==> images/pinout.png <==
Scale bar: 20 um. Pins as bars across the die edge, other pins in gray.
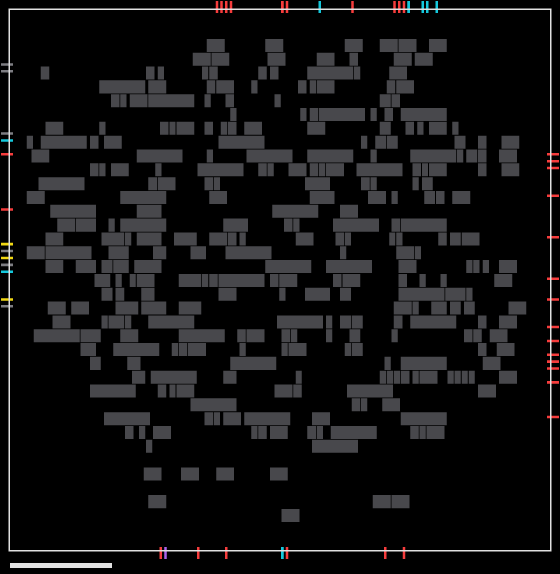
==> images/ff_map.png <==
Scale bar: 20 um. Other sequential cells in the stronger gray, the rest of the logic in the fainter gray.
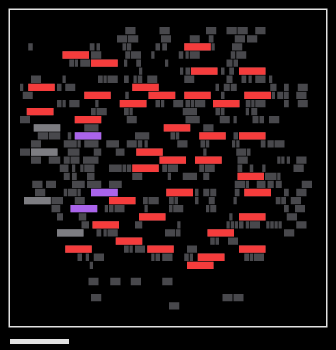
==> images/m1.png <==
Scale bar: 20 um.
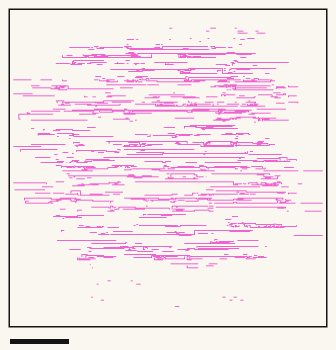
==> images/clock_nets.png <==
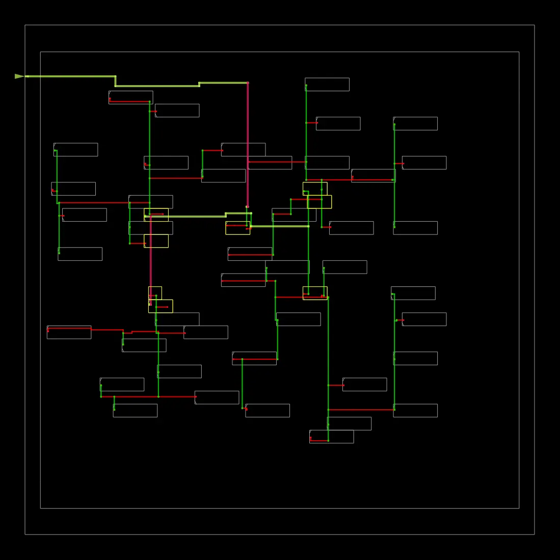
==> images/closeup.png <==
Scale bar: 20 um. Region (28, 49) to (78, 99) um. Cells in gray, sequential cells in the stronger gray; small squares are vias.
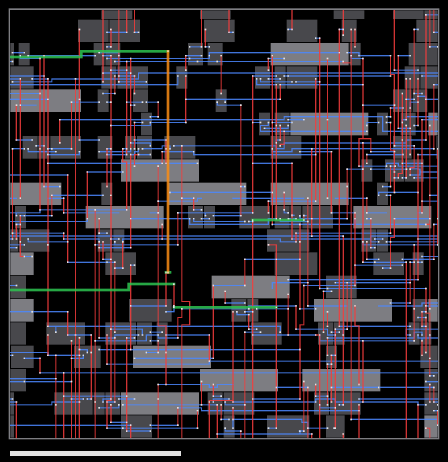
[src/rtl/leb128_pkg.sv]
// Shared constants and FSM state type for the LEB128 i32 streaming decoder.
package leb128_pkg;

    localparam int          LEB128_MAX_BYTES = 5;
    localparam int          LEB128_CONT_BIT  = 7;
    localparam logic [2:0]  LEB128_LAST_IDX  = 3'(LEB128_MAX_BYTES - 1);

    typedef enum logic {
        ST_COLLECT = 1'b0,
        ST_HOLD    = 1'b1
    } state_e;

endpackage

[src/rtl/leb128_i32_stream_unpack_i32.sv]
// unpack_i32: combinational signed-LEB128 decode of up to five byte slots.
// The first slot with the continuation bit clear terminates the value; slot 4
// always terminates. Only the low 4 bits of slot 4 fit into 32 bits.
module unpack_i32 (
    input  logic [7:0]  b0,
    input  logic [7:0]  b1,
    input  logic [7:0]  b2,
    input  logic [7:0]  b3,
    input  logic [7:0]  b4,
    output logic [31:0] value
);

    // Sign-extend from the payload MSB of the terminating byte.
    always_comb begin
        value = {b4[3:0], b3[6:0], b2[6:0], b1[6:0], b0[6:0]};
        if (!b0[7]) begin
            value = {{25{b0[6]}}, b0[6:0]};
        end else if (!b1[7]) begin
            value = {{18{b1[6]}}, b1[6:0], b0[6:0]};
        end else if (!b2[7]) begin
            value = {{11{b2[6]}}, b2[6:0], b1[6:0], b0[6:0]};
        end else if (!b3[7]) begin
            value = {{4{b3[6]}}, b3[6:0], b2[6:0], b1[6:0], b0[6:0]};
        end
    end

endmodule

[src/rtl/leb128_i32_stream.sv]
// leb128_i32_stream: byte-serial valid/ready front-end for unpack_i32.
// Collects up to five LEB128 bytes, then holds the decoded i32 until taken.
// Optional macro LEB128_OVERLONG_CHECK_EN enables out_err for encodings
// whose fifth byte continues or exceeds the i32 range.
//
// state      | meaning
// ST_COLLECT | accepting bytes into slot[idx]
// ST_HOLD    | decoded value presented, waiting for out_ready
module leb128_i32_stream
    import leb128_pkg::*;
(
    input  logic        clk,
    input  logic        rstn,
    input  logic [7:0]  in_data,
    input  logic        in_valid,
    output logic        in_ready,
    output logic [31:0] out_data,
    output logic [2:0]  out_len,
    output logic        out_err,
    output logic        out_valid,
    input  logic        out_ready
);

    state_e      state_q;
    logic [2:0]  idx_q;
    logic [2:0]  len_q;
    logic [7:0]  slot_q [LEB128_MAX_BYTES];
    logic        last_d;
    logic [2:0]  len_d;

    assign last_d = !in_data[LEB128_CONT_BIT] || (idx_q == LEB128_LAST_IDX);
    assign len_d  = idx_q + 3'd1;

`ifdef LEB128_OVERLONG_CHECK_EN
    logic err_q;
    logic err_d;

    // Fifth byte must terminate and must be a proper sign extension of bit 3.
    assign err_d = (idx_q == LEB128_LAST_IDX) &&
                   (in_data[LEB128_CONT_BIT] || (in_data[6:4] != {3{in_data[3]}}));
    assign out_err = err_q;
`else
    assign out_err = 1'b0;
`endif

    // Collect/hold FSM with slot, index and length registers.
    always_ff @(posedge clk or negedge rstn) begin
        if (!rstn) begin
            state_q <= ST_COLLECT;
            idx_q   <= 3'd0;
            len_q   <= 3'd0;
            for (int i = 0; i < LEB128_MAX_BYTES; i++) slot_q[i] <= 8'h00;
`ifdef LEB128_OVERLONG_CHECK_EN
            err_q   <= 1'b0;
`endif
        end else begin
            case (state_q)
                ST_COLLECT: begin
                    if (in_valid) begin
                        slot_q[idx_q] <= in_data;
                        if (last_d) begin
                            len_q   <= len_d;
                            state_q <= ST_HOLD;
`ifdef LEB128_OVERLONG_CHECK_EN
                            err_q   <= err_d;
`endif
                        end else begin
                            idx_q <= len_d;
                        end
                    end
                end
                ST_HOLD: begin
                    // Clearing all slots keeps unused upper slots zero for the next value.
                    if (out_ready) begin
                        for (int i = 0; i < LEB128_MAX_BYTES; i++) slot_q[i] <= 8'h00;
                        idx_q   <= 3'd0;
                        state_q <= ST_COLLECT;
                    end
                end
                default: state_q <= ST_COLLECT;
            endcase
        end
    end

    assign in_ready  = (state_q == ST_COLLECT);
    assign out_valid = (state_q == ST_HOLD);
    assign out_len   = len_q;

    unpack_i32 u_unpack (
        .b0    (slot_q[0]),
        .b1    (slot_q[1]),
        .b2    (slot_q[2]),
        .b3    (slot_q[3]),
        .b4    (slot_q[4]),
        .value (out_data)
    );

endmodule

[config.mk]
export PLATFORM = sky130hd
export DESIGN_NAME = leb128_i32_stream
export DESIGN_NICKNAME = d
export VERILOG_FILES = /design/src/rtl/leb128_pkg.sv /design/src/rtl/leb128_i32_stream_unpack_i32.sv /design/src/rtl/leb128_i32_stream.sv
export SDC_FILE = /design/constraint.sdc
export NUM_CORES = 1
export LEC_CHECK = 0
export CAP_MARGIN = 10
export CORE_MARGIN = 3
export CORE_UTILIZATION = 25
export DETAILED_ROUTE_END_ITERATION = 16
export PLACE_DENSITY = 0.42
export SYNTH_ARGS = -nofsm -noshare
export SYNTH_HDL_FRONTEND = slang
export SYNTH_SLANG_ARGS = --single-unit
[constraint.sdc]
create_clock -name clk -period 3.3 [get_ports clk]
set_input_delay 0.66 -clock clk [delete_from_list [all_inputs] [get_ports clk]]
set_output_delay 0.66 -clock clk [all_outputs]
set_load 0.03 [all_outputs]
==> metrics.cfg <==
[outcome]
status=finished clean

[synthesis]
logic_family=simple AND/OR/NAND/NOR gates
yosys_area_um2=2510
syn-cell-area_um2=2510
ys_ff=43
ys_cells=278
synth-simple-area-share=0.186
synth_nets=292
ys_sh_adder=0.00996
postSynthSeqShare=0.428
yosys-top-cells-area=dfrtp_1 (43%), mux2i_1 (15%), nand2_1 (11%)
muxShareOfSynthArea=0.165
yosysWarnings=0
flop_cell=dfrtp_1
netlist-cell-type-count=31
yosysTopAreaCellShare=0.428
synthCells=278

[detailed_routing]
vias_per_cell=4.61
ant_nets=0
vias=2027
drt-total-wl_um=7010
wl_met1_um=3390
met2_length_um=3340
top_layer=met4

[finish]
regMostFlops=slot_q
final_cell_mix=nand2_1 (72), clkdlybuf4s50_1 (47), dfrtp_1 (43)
largest_class=logic gates
num-fill-cells=1021
seq-cell-share=0.346
lay_top_count=nand2_1

[clocking]
clk_path_buf_depth=2
cts.repair.resized=0
path_clk_slew_ns=0.09
cts_setup_buffers=0
hold_buffers=0

[grt]
grt_overflow=0
busiest_layer=met2
gr-usage-all-layers=0.131
use_met1=0.177

[power_and_ir_drop]
powerDensity_nw_per_um2=1060
finalPower_uw=3300
p_comb_frac=0.573
p_leak_uw=0.00131
largestPowerGroup=combinational logic
max-vdd-ir-drop_v=0.000346
pg_clk_uw=375
comb_cell_power_uw=1890
p_seq_frac=0.314
internal_power_uw=1740

[place]
dp_hpwl_um=4820
dpl.cell_count=432
dpl_cell_area_um2=3000
gp_congestion=0.750

[die]
chipArea_um2=11300
rows=35
fp_util=0.264
die_h_um=106
die.size.x_um=106
pin_count=50

[min_path]
hp-class=register to register
holdPathEnd=slot_q[11]

[final_timing]
holdWs_ns=0.507
drv_slew=0
layout_min_cycle_time_ns=3.00
finalSetupTns_ns=0
setup_viol=0
rsz0062_at_grt=no
finalClockPeriodUsage=0.909
fmax_mhz=333

[critical_path]
setup.worst_path.end_class=primary output
worst-path-stages=4
critPathBufInv=2
cp_cell_sequence=inv_1 > a21boi_2 > a21oi_1 > clkdlybuf4s50_1
reg2reg_slack_ns=1.62
arrival_ns=2.34
crit_path_top_delay_cell=dfrtp_1

[job]
maxCapViolCount=0

-- pinout.png (at the start) --
| color | port | pins | direction | edge |
|---|---|---|---|---|
| purple | in_ready | 1 | output | bottom |
| yellow | out_len | 3 | output | left |
| red | out_data | 32 | output | 14 right, 10 top, 6 bottom, 2 left |
| cyan | in_data | 8 | input | 5 top, 2 left, 1 bottom |
all pins by edge: 15 top, 14 right, 13 left, 8 bottom

-- ff_map.png (at the start) --
| color | signal | placed flops |
|---|---|---|
| purple | idx_q | 3 |
| red | slot_q | 36 |
final core occ: 0.327
sequential cell power: 1040 uW
sequential cell area: 1080 um2

-- m1.png (at the start) --
wire length on this layer: 3390 um
main direction: horizontal

-- clock_nets.png (at the start) --
clk sinks: 43
# clk buffers: 7
clk latency late pin: 0.30 ns

-- closeup.png (at the start) --
| color | layer |
|---|---|
| blue | M1 |
| orange | M4 |
| red | M2 |
| green | M3 |
sequential cells in the window: 15
netlist names of flops here include: slot_q (15)
most frequent: nand2_1 (28), o21ai_0 (18), mux2i_1 (17)
cells with their middle in the window: 109

No activity file was given, so power comes from the tool's default toggle rates.
